run_1/detail.png
Bar = 5 um. Region (107, 107) to (127, 127) um. Cells in grey, sequential cells in the stronger grey; small squares are vias.
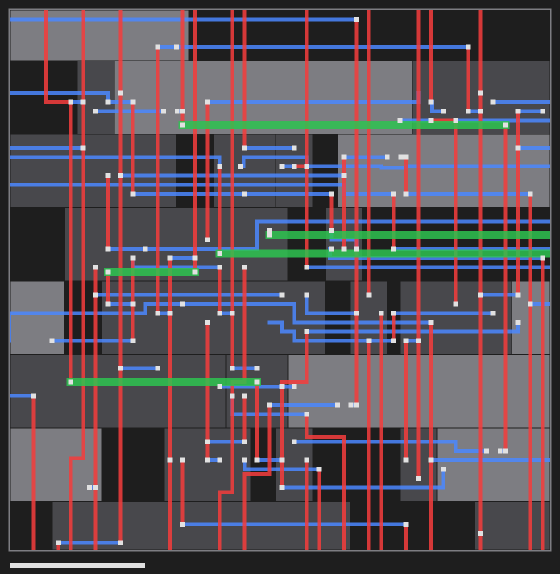
run_1/metal_density.png
The die is cut into 31 by 31 equal tiles; white is low, dark blue is high, scaled to the fullest tile. Values are wire area over tile area, all layers added.
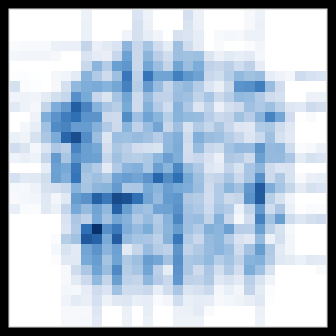
run_1/wires.png
Bar = 50 um. Only two layers are drawn.
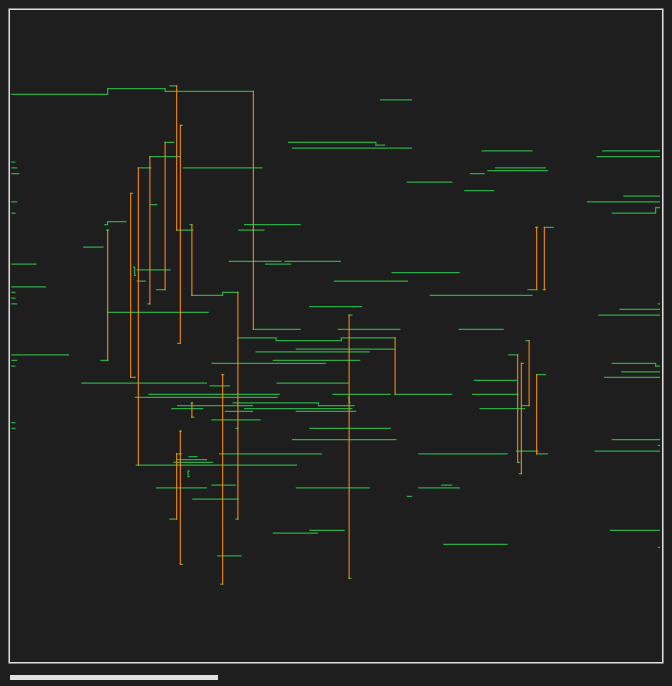
===== src/rtl/regfile_scoreboard_pkg.sv =====
// regfile_pkg: shared defaults for the register file / scoreboard block.
//   DEF_WIDTH  - default register word width
//   DEF_NREGS  - default register count
//   DEF_AW     - default register index width
//   idx_width  - index width for a given register count (never below 1)
package regfile_pkg;
   localparam int DEF_WIDTH = 16;
   localparam int DEF_NREGS = 8;

   function automatic int idx_width(input int n);
      return (n < 2) ? 1 : $clog2(n);
   endfunction

   localparam int DEF_AW = idx_width(DEF_NREGS);
endpackage


===== src/rtl/regfile_scoreboard_onehot_decoder.sv =====
// onehot_decoder: binary register index to one-hot enable vector.
//   i_idx    - binary index
//   i_en     - enable; with i_en low the vector is all zero
//   o_onehot - one bit per register, set for the addressed register
//   o_oor    - i_en high with an index that names no register
module onehot_decoder
   import regfile_pkg::*;
#(
   parameter int AW    = DEF_AW,
   parameter int NREGS = DEF_NREGS
) (
   input  logic [AW-1:0]    i_idx,
   input  logic             i_en,
   output logic [NREGS-1:0] o_onehot,
   output logic             o_oor
);

   for (genvar gi = 0; gi < NREGS; gi++) begin : g_dec
      assign o_onehot[gi] = i_en && (i_idx == AW'(gi));
   end

   // Only a non power-of-two register count leaves unused index codes.
   if (NREGS < (1 << AW)) begin : g_oor
      assign o_oor = i_en && ({1'b0, i_idx} >= (AW+1)'(NREGS));
   end else begin : g_no_oor
      assign o_oor = 1'b0;
   end

endmodule


===== src/rtl/regfile_scoreboard.sv =====
// regfile_scoreboard: two-read/one-write register file with a per-register
// pending (scoreboard) bit.
//   clk, reset            - clock, synchronous active-high reset
//   data_in/writenum/write - write port
//   readnum_a/readnum_b    - combinational read indices
//   data_out_a/data_out_b  - read data (0 for out-of-range index)
//   busy_a/busy_b          - pending bit of the addressed register
//   reserve/reservenum     - mark a register pending (producer issued)
//   reserve_err            - registered pulse for an illegal write/reserve
module regfile_scoreboard
   import regfile_pkg::*;
#(
   parameter int WIDTH  = DEF_WIDTH,
   parameter int NREGS  = DEF_NREGS,
   parameter bit BYPASS = 1'b1,
   parameter int AW     = idx_width(NREGS)
) (
   input  logic             clk,
   input  logic             reset,
   input  logic [WIDTH-1:0] data_in,
   input  logic [AW-1:0]    writenum,
   input  logic             write,
   input  logic [AW-1:0]    readnum_a,
   input  logic [AW-1:0]    readnum_b,
   output logic [WIDTH-1:0] data_out_a,
   output logic [WIDTH-1:0] data_out_b,
   output logic             busy_a,
   output logic             busy_b,
   input  logic             reserve,
   input  logic [AW-1:0]    reservenum,
   output logic             reserve_err
);

   logic [WIDTH-1:0] r_regs [NREGS];
   logic [NREGS-1:0] r_pend;
   logic             r_err;

   logic [NREGS-1:0] w_wr_oh, w_rs_oh, w_rs_set;
   logic             w_wr_oor, w_rs_oor, w_rs_busy, w_err;
   logic [WIDTH-1:0] w_data_a, w_data_b;
   logic             w_busy_a, w_busy_b;

   onehot_decoder #(.AW(AW), .NREGS(NREGS)) u_wr_dec (
      .i_idx    (writenum),
      .i_en     (write),
      .o_onehot (w_wr_oh),
      .o_oor    (w_wr_oor)
   );

   onehot_decoder #(.AW(AW), .NREGS(NREGS)) u_rs_dec (
      .i_idx    (reservenum),
      .i_en     (reserve),
      .o_onehot (w_rs_oh),
      .o_oor    (w_rs_oor)
   );

   // Reserving a pending register is an error unless the same cycle's
   // write retires the old producer: then the new producer simply takes over.
   assign w_rs_busy = |(w_rs_oh & r_pend & ~w_wr_oh);
   assign w_rs_set  = w_rs_busy ? '0 : w_rs_oh;
   assign w_err     = w_wr_oor | w_rs_oor | w_rs_busy;

   always_ff @(posedge clk) begin
      if (reset) begin
         for (int i = 0; i < NREGS; i++) r_regs[i] <= '0;
         r_pend <= '0;
         r_err  <= 1'b0;
      end else begin
         for (int i = 0; i < NREGS; i++) begin
            if (w_wr_oh[i]) r_regs[i] <= data_in;
         end
         // Set after clear so a same-index reserve leaves the bit set.
         r_pend <= (r_pend & ~w_wr_oh) | w_rs_set;
         r_err  <= w_err;
      end
   end

   always_comb begin
      w_data_a = '0;
      w_busy_a = 1'b0;
      w_data_b = '0;
      w_busy_b = 1'b0;
      for (int i = 0; i < NREGS; i++) begin
         if (readnum_a == AW'(i)) begin
            w_data_a = r_regs[i];
            w_busy_a = r_pend[i];
         end
         if (readnum_b == AW'(i)) begin
            w_data_b = r_regs[i];
            w_busy_b = r_pend[i];
         end
      end
      if (BYPASS && write && !w_wr_oor) begin
         if (writenum == readnum_a) begin
            w_data_a = data_in;
            w_busy_a = 1'b0;
         end
         if (writenum == readnum_b) begin
            w_data_b = data_in;
            w_busy_b = 1'b0;
         end
      end
   end

   assign data_out_a  = w_data_a;
   assign data_out_b  = w_data_b;
   assign busy_a      = w_busy_a;
   assign busy_b      = w_busy_b;
   assign reserve_err = r_err;

endmodule

===== config.mk =====
export PLATFORM = sky130hd
export DESIGN_NAME = regfile_scoreboard
export DESIGN_NICKNAME = d
export VERILOG_FILES = /design/src/rtl/regfile_scoreboard_pkg.sv /design/src/rtl/regfile_scoreboard_onehot_decoder.sv /design/src/rtl/regfile_scoreboard.sv
export SDC_FILE = /design/constraint.sdc
export NUM_CORES = 1
export LEC_CHECK = 0
export CAP_MARGIN = 5
export CELL_PAD_IN_SITES_DETAIL_PLACEMENT = 0
export CELL_PAD_IN_SITES_GLOBAL_PLACEMENT = 2
export CORE_MARGIN = 8
export CORE_UTILIZATION = 39
export DETAILED_ROUTE_END_ITERATION = 10
export HOLD_SLACK_MARGIN = 0.15
export PLACE_DENSITY = 0.83
export REMOVE_ABC_BUFFERS = 1
export SETUP_SLACK_MARGIN = 0.02
export SYNTH_ARGS = -nofsm -noshare
export SYNTH_HDL_FRONTEND = slang
export SYNTH_SLANG_ARGS = --single-unit

===== constraint.sdc =====
create_clock -name clk -period 2.2 [get_ports clk]
set_input_delay 0.22 -clock clk [delete_from_list [all_inputs] [get_ports clk]]
set_output_delay 0.22 -clock clk [all_outputs]
set_load 0.05 [all_outputs]

==> flow_metrics.py, run 1 <==
# Metrics from the implementation run
metrics = {
    "run_status": {
        "outcome": "finished, final reports clean",
    },
    "die": {
        "tap_cells": 265,
        "dieHeight_um": 157,
        "chipArea_mm2": 0.0245,
        "num_rows": 51,
    },
    "yosys": {
        "edf_count": 128,
        "adder_share": 0,
        "synthCells": 625,
        "ys_types": 41,
        "ys_sh_aoi": 0.0703,
        "yosys.stat.chipArea_mm2": 0.00771,
        "top_cell": "nor2_1",
        "yosysTopAreaCell": "edfxtp_1",
    },
    "clock_tree": {
        "clockBufferDepth": 2,
        "cts_setup_buffers": 0,
        "cts_made_buffers": 17,
    },
    "layout": {
        "lay_top_count": "nor2_1",
        "fin_area_mm2": 0.0101,
        "most-common-layout-cells": "nor2_1 (133), edfxtp_1 (128), mux4_2 (51)",
    },
    "sta": {
        "maxSlewViolCount": 0,
        "period_used_share": 0.974,
        "finClkSkew_ps": 6.81,
        "tns_ps": 0,
        "hold_viol": 0,
        "slew_headroom": 0.669,
    },
    "routing": {
        "first_pass_iters": 5,
        "met2WireLength_mm": 11.2,
        "wl_met1_mm": 9.26,
        "routed-via-count": 5630,
    },
    "setup_path": {
        "crit_chain": "clkdlybuf4s50_1 -> buf_12 -> xnor2_1 -> nand4_1 -> buf_12 -> a21oi_1 -> buf_12",
        "endpoint": "data_out_a[7]",
        "worstSetupPathType": "input pin to primary output",
    },
    "worst_hold_path": {
        "hold_depth": 2,
        "hp-class": "flop to flop",
    },
    "pwr": {
        "p_seq_uw": 3140,
        "cellPowerDensity_mw_per_mm2": 797,
    },
    "global_routing": {
        "grt_pass1_vias": 6001,
    },
}
Back to the opening pictures, detail.png:
Key: red = metal 2; blue = metal 1; green = metal 3
20 logic cells have their middle in the window. Most frequent: nor2_1 (4), edfxtp_1 (4), mux4_2 (3). Netlist names of flops here include r_regs (4). Sequential cells in the window: 4.

Back to the opening pictures, metal_density.png:
The densest ninth of the die: centre. The fullest tile reaches 0.65. The mean over all tiles is 0.15. 25% of the tiles are nearly empty. 13% of the tiles are over half the peak.

Back to the opening pictures, wires.png:
Key: orange = metal 4 [wire length 728 um]; green = metal 3 [wire length 1340 um]

==> run 2: changes to the inputs <==
Settings changed: CORE_UTILIZATION 39 to 36, CTS_BUF_LIST set to sky130_fd_sc_hd__clkbuf_4 sky130_fd_sc_hd__clkbuf_8 sky130_fd_sc_hd__clkbuf_16, PLACE_DENSITY 0.83 to 0.81.
Clock period 2.2 ns to 1.77 ns, I/O delays scaled along.
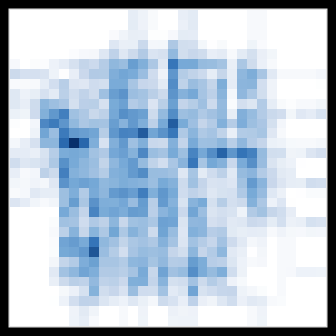
run_2/metal_density.png
The die is cut into 32 by 32 equal tiles; white is low, dark blue is high, scaled to the fullest tile. Values are wire area over tile area, all layers added.
The emptiest ninth of the die: south-east. The densest ninth of the die: centre. 10% of the tiles are over half the peak. 26% of the tiles are nearly empty.

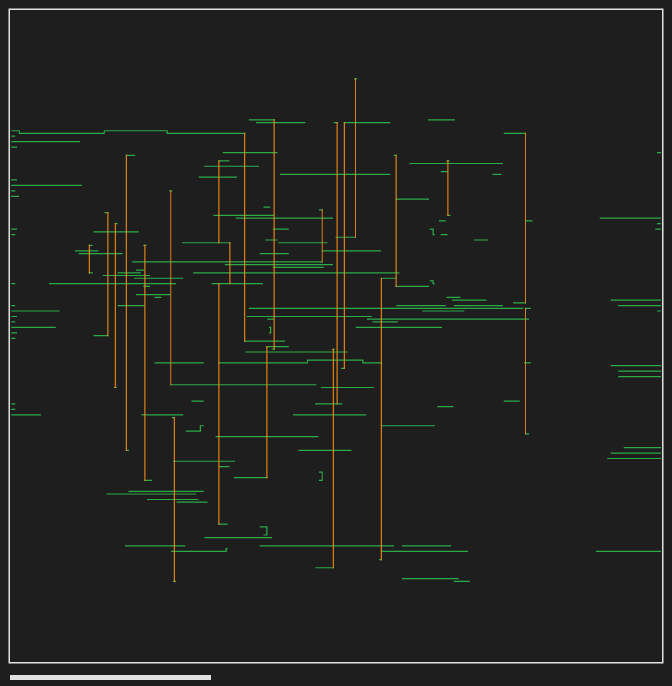
run_2/wires.png
Bar = 50 um. Only two layers are drawn.
Key: orange = metal 4 [wire length 959 um]; green = metal 3 [wire length 1490 um]

==> run 2 against run 1 <==
Compared with the run above:
- the flow now finishes with violations (negative setup slack)
- power increased by 27%
- synthesized cell count is the same
- die area up 7.5%
- global-route usage grew 0.78 points
- worst setup slack got worse by 310 ps
- wire length grew 14%
- critical path depth shrank 3
- sequential share of layout area is 2.9 points lower
- sequential cell count stayed put
- final cell count rose by 5.7%
- core utilization is 0.063 points lower
- clock skew down 2.3 ps
- largest cell class unchanged
- highest routed layer unchanged
==> flow_metrics.py, run 2 <==
# Metrics from the implementation run
metrics = {
    "sta": {
        "timing.final.ws_setup_ps": -251,
        "period_used_share": 1.14,
        "hold_viol": 0,
        "finClkSkew_ps": 4.56,
        "maxSlewViolCount": 0,
        "slew_headroom": 0.668,
        "setup_viol": 34,
    },
    "setup_path": {
        "r2r-start": "r_pend[4]",
        "crit_chain": "mux4_2 -> mux2i_2 -> a21oi_2 -> buf_12",
        "endpoint": "data_out_a[8]",
        "worstSetupPathType": "flop to primary output",
    },
    "run_status": {
        "outcome": "finished with violations",
        "violations": "negative setup slack",
    },
    "layout": {
        "fin_area_mm2": 0.0109,
        "most-common-layout-cells": "nor2_1 (129), edfxtp_1 (128), buf_4 (73)",
        "final-nonclk-buf-share": 0.197,
        "lay_top_count": "nor2_1",
        "flop_area_mm2": 0.00403,
    },
    "die": {
        "num_rows": 53,
        "tap_cells": 275,
        "die_w_um": 162,
        "chipArea_mm2": 0.0263,
        "dieHeight_um": 162,
    },
    "yosys": {
        "edf_count": 128,
        "yosysTopAreaCell": "edfxtp_1",
        "ys_sh_aoi": 0.0703,
        "adder_share": 0,
        "synthCells": 625,
        "top_cell": "nor2_1",
        "yosys.stat.chipArea_mm2": 0.00771,
        "netlist_area_mm2": 0.00771,
        "ys_types": 41,
        "synth_warnings": 0,
    },
    "pwr": {
        "p_seq_uw": 3920,
        "cellPowerDensity_mw_per_mm2": 938,
    },
    "clock_tree": {
        "cts_made_buffers": 17,
        "cts_setup_buffers": 19,
        "clockBufferDepth": 2,
    },
    "global_routing": {
        "gr-usage-met1": 0.245,
        "grt_pass1_vias": 6431,
    },
    "routing": {
        "wl_met1_mm": 10.5,
        "routed-via-count": 6004,
        "first_pass_iters": 5,
    },
    "worst_hold_path": {
        "hold_depth": 2,
        "hp-class": "flop to flop",
    },
    "placement": {
        "dpl_worst_slack_ps": -398,
    },
}
==> run 3: changes to the inputs <==
Settings changed: ABC_AREA set to 0.
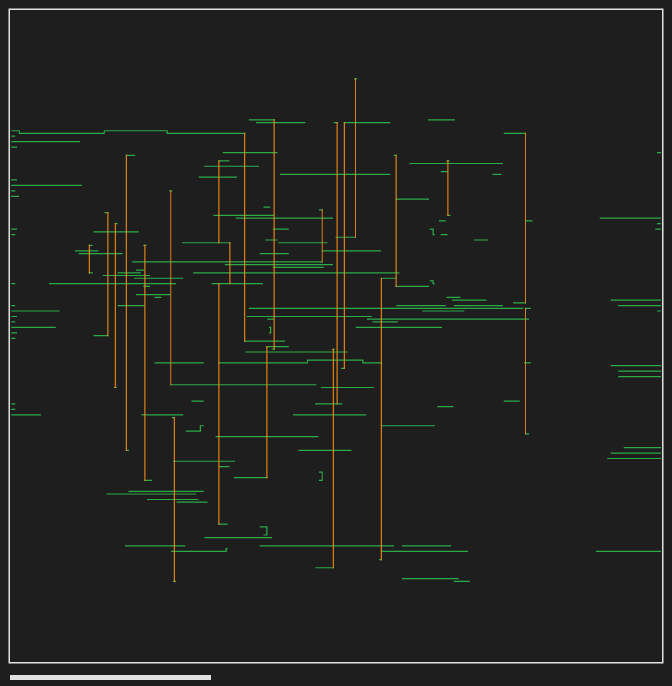
run_3/wires.png
Bar = 50 um. Only two layers are drawn.
Key: green = metal 3 [wire length 1490 um]; orange = metal 4 [wire length 959 um]

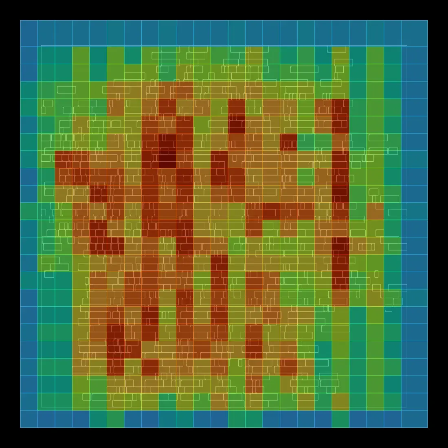
run_3/congestion.png
layer with the highest usage: met2
WL/cell: 24.3 um
grt met1 use: 0.245
met3 usage in global routing: 0.0397
met2 Resource Use GR: 0.327

==> run 3 against run 2 <==
Compared with the run above:
- the flow still finishes with violations (negative setup slack)
- maximum frequency unchanged
- critical path depth unchanged
- global-route usage is the same
- worst hold slack is the same
- sequential cell count unchanged
- sequential share of layout area is the same
- synthesized cell count unchanged
- clock skew unchanged
- first-iteration DRC count did not move
- cell area stayed put
- non-clock buffer count unchanged
- register-to-register slack is essentially flat
- largest power group unchanged
==> flow_metrics.py, run 3 <==
# Metrics from the implementation run
metrics = {
    "sta": {
        "setup_viol": 34,
        "slew_headroom": 0.668,
        "timing.final.ws_setup_ps": -251,
        "hold_viol": 0,
        "period_used_share": 1.14,
    },
    "layout": {
        "fin_area_mm2": 0.0109,
        "flop_area_mm2": 0.00403,
        "lay_top_count": "nor2_1",
        "final-nonclk-buf-share": 0.197,
    },
    "setup_path": {
        "endpoint": "data_out_a[8]",
        "crit_chain": "mux4_2 -> mux2i_2 -> a21oi_2 -> buf_12",
        "worstSetupPathType": "flop to primary output",
    },
    "clock_tree": {
        "cts_made_buffers": 17,
        "clockBufferDepth": 2,
    },
    "routing": {
        "wl_met1_mm": 10.5,
        "met2WireLength_mm": 12.7,
        "routed-via-count": 6004,
        "first_pass_iters": 5,
    },
    "yosys": {
        "yosysTopAreaCell": "edfxtp_1",
        "ys_types": 41,
        "synth_warnings": 0,
        "adder_share": 0,
        "yosys.stat.chipArea_mm2": 0.00771,
        "ys_sh_aoi": 0.0703,
        "top_cell": "nor2_1",
        "edf_count": 128,
    },
    "die": {
        "tap_cells": 275,
        "die_w_um": 162,
        "num_rows": 53,
    },
    "worst_hold_path": {
        "hp-class": "flop to flop",
    },
    "placement": {
        "dpl_worst_slack_ps": -398,
    },
    "run_status": {
        "violations": "negative setup slack",
        "outcome": "finished with violations",
    },
    "pwr": {
        "cellPowerDensity_mw_per_mm2": 938,
        "p_seq_uw": 3920,
    },
    "global_routing": {
        "grt_pass1_vias": 6431,
    },
}
Power and IR drop assume default switching activity.
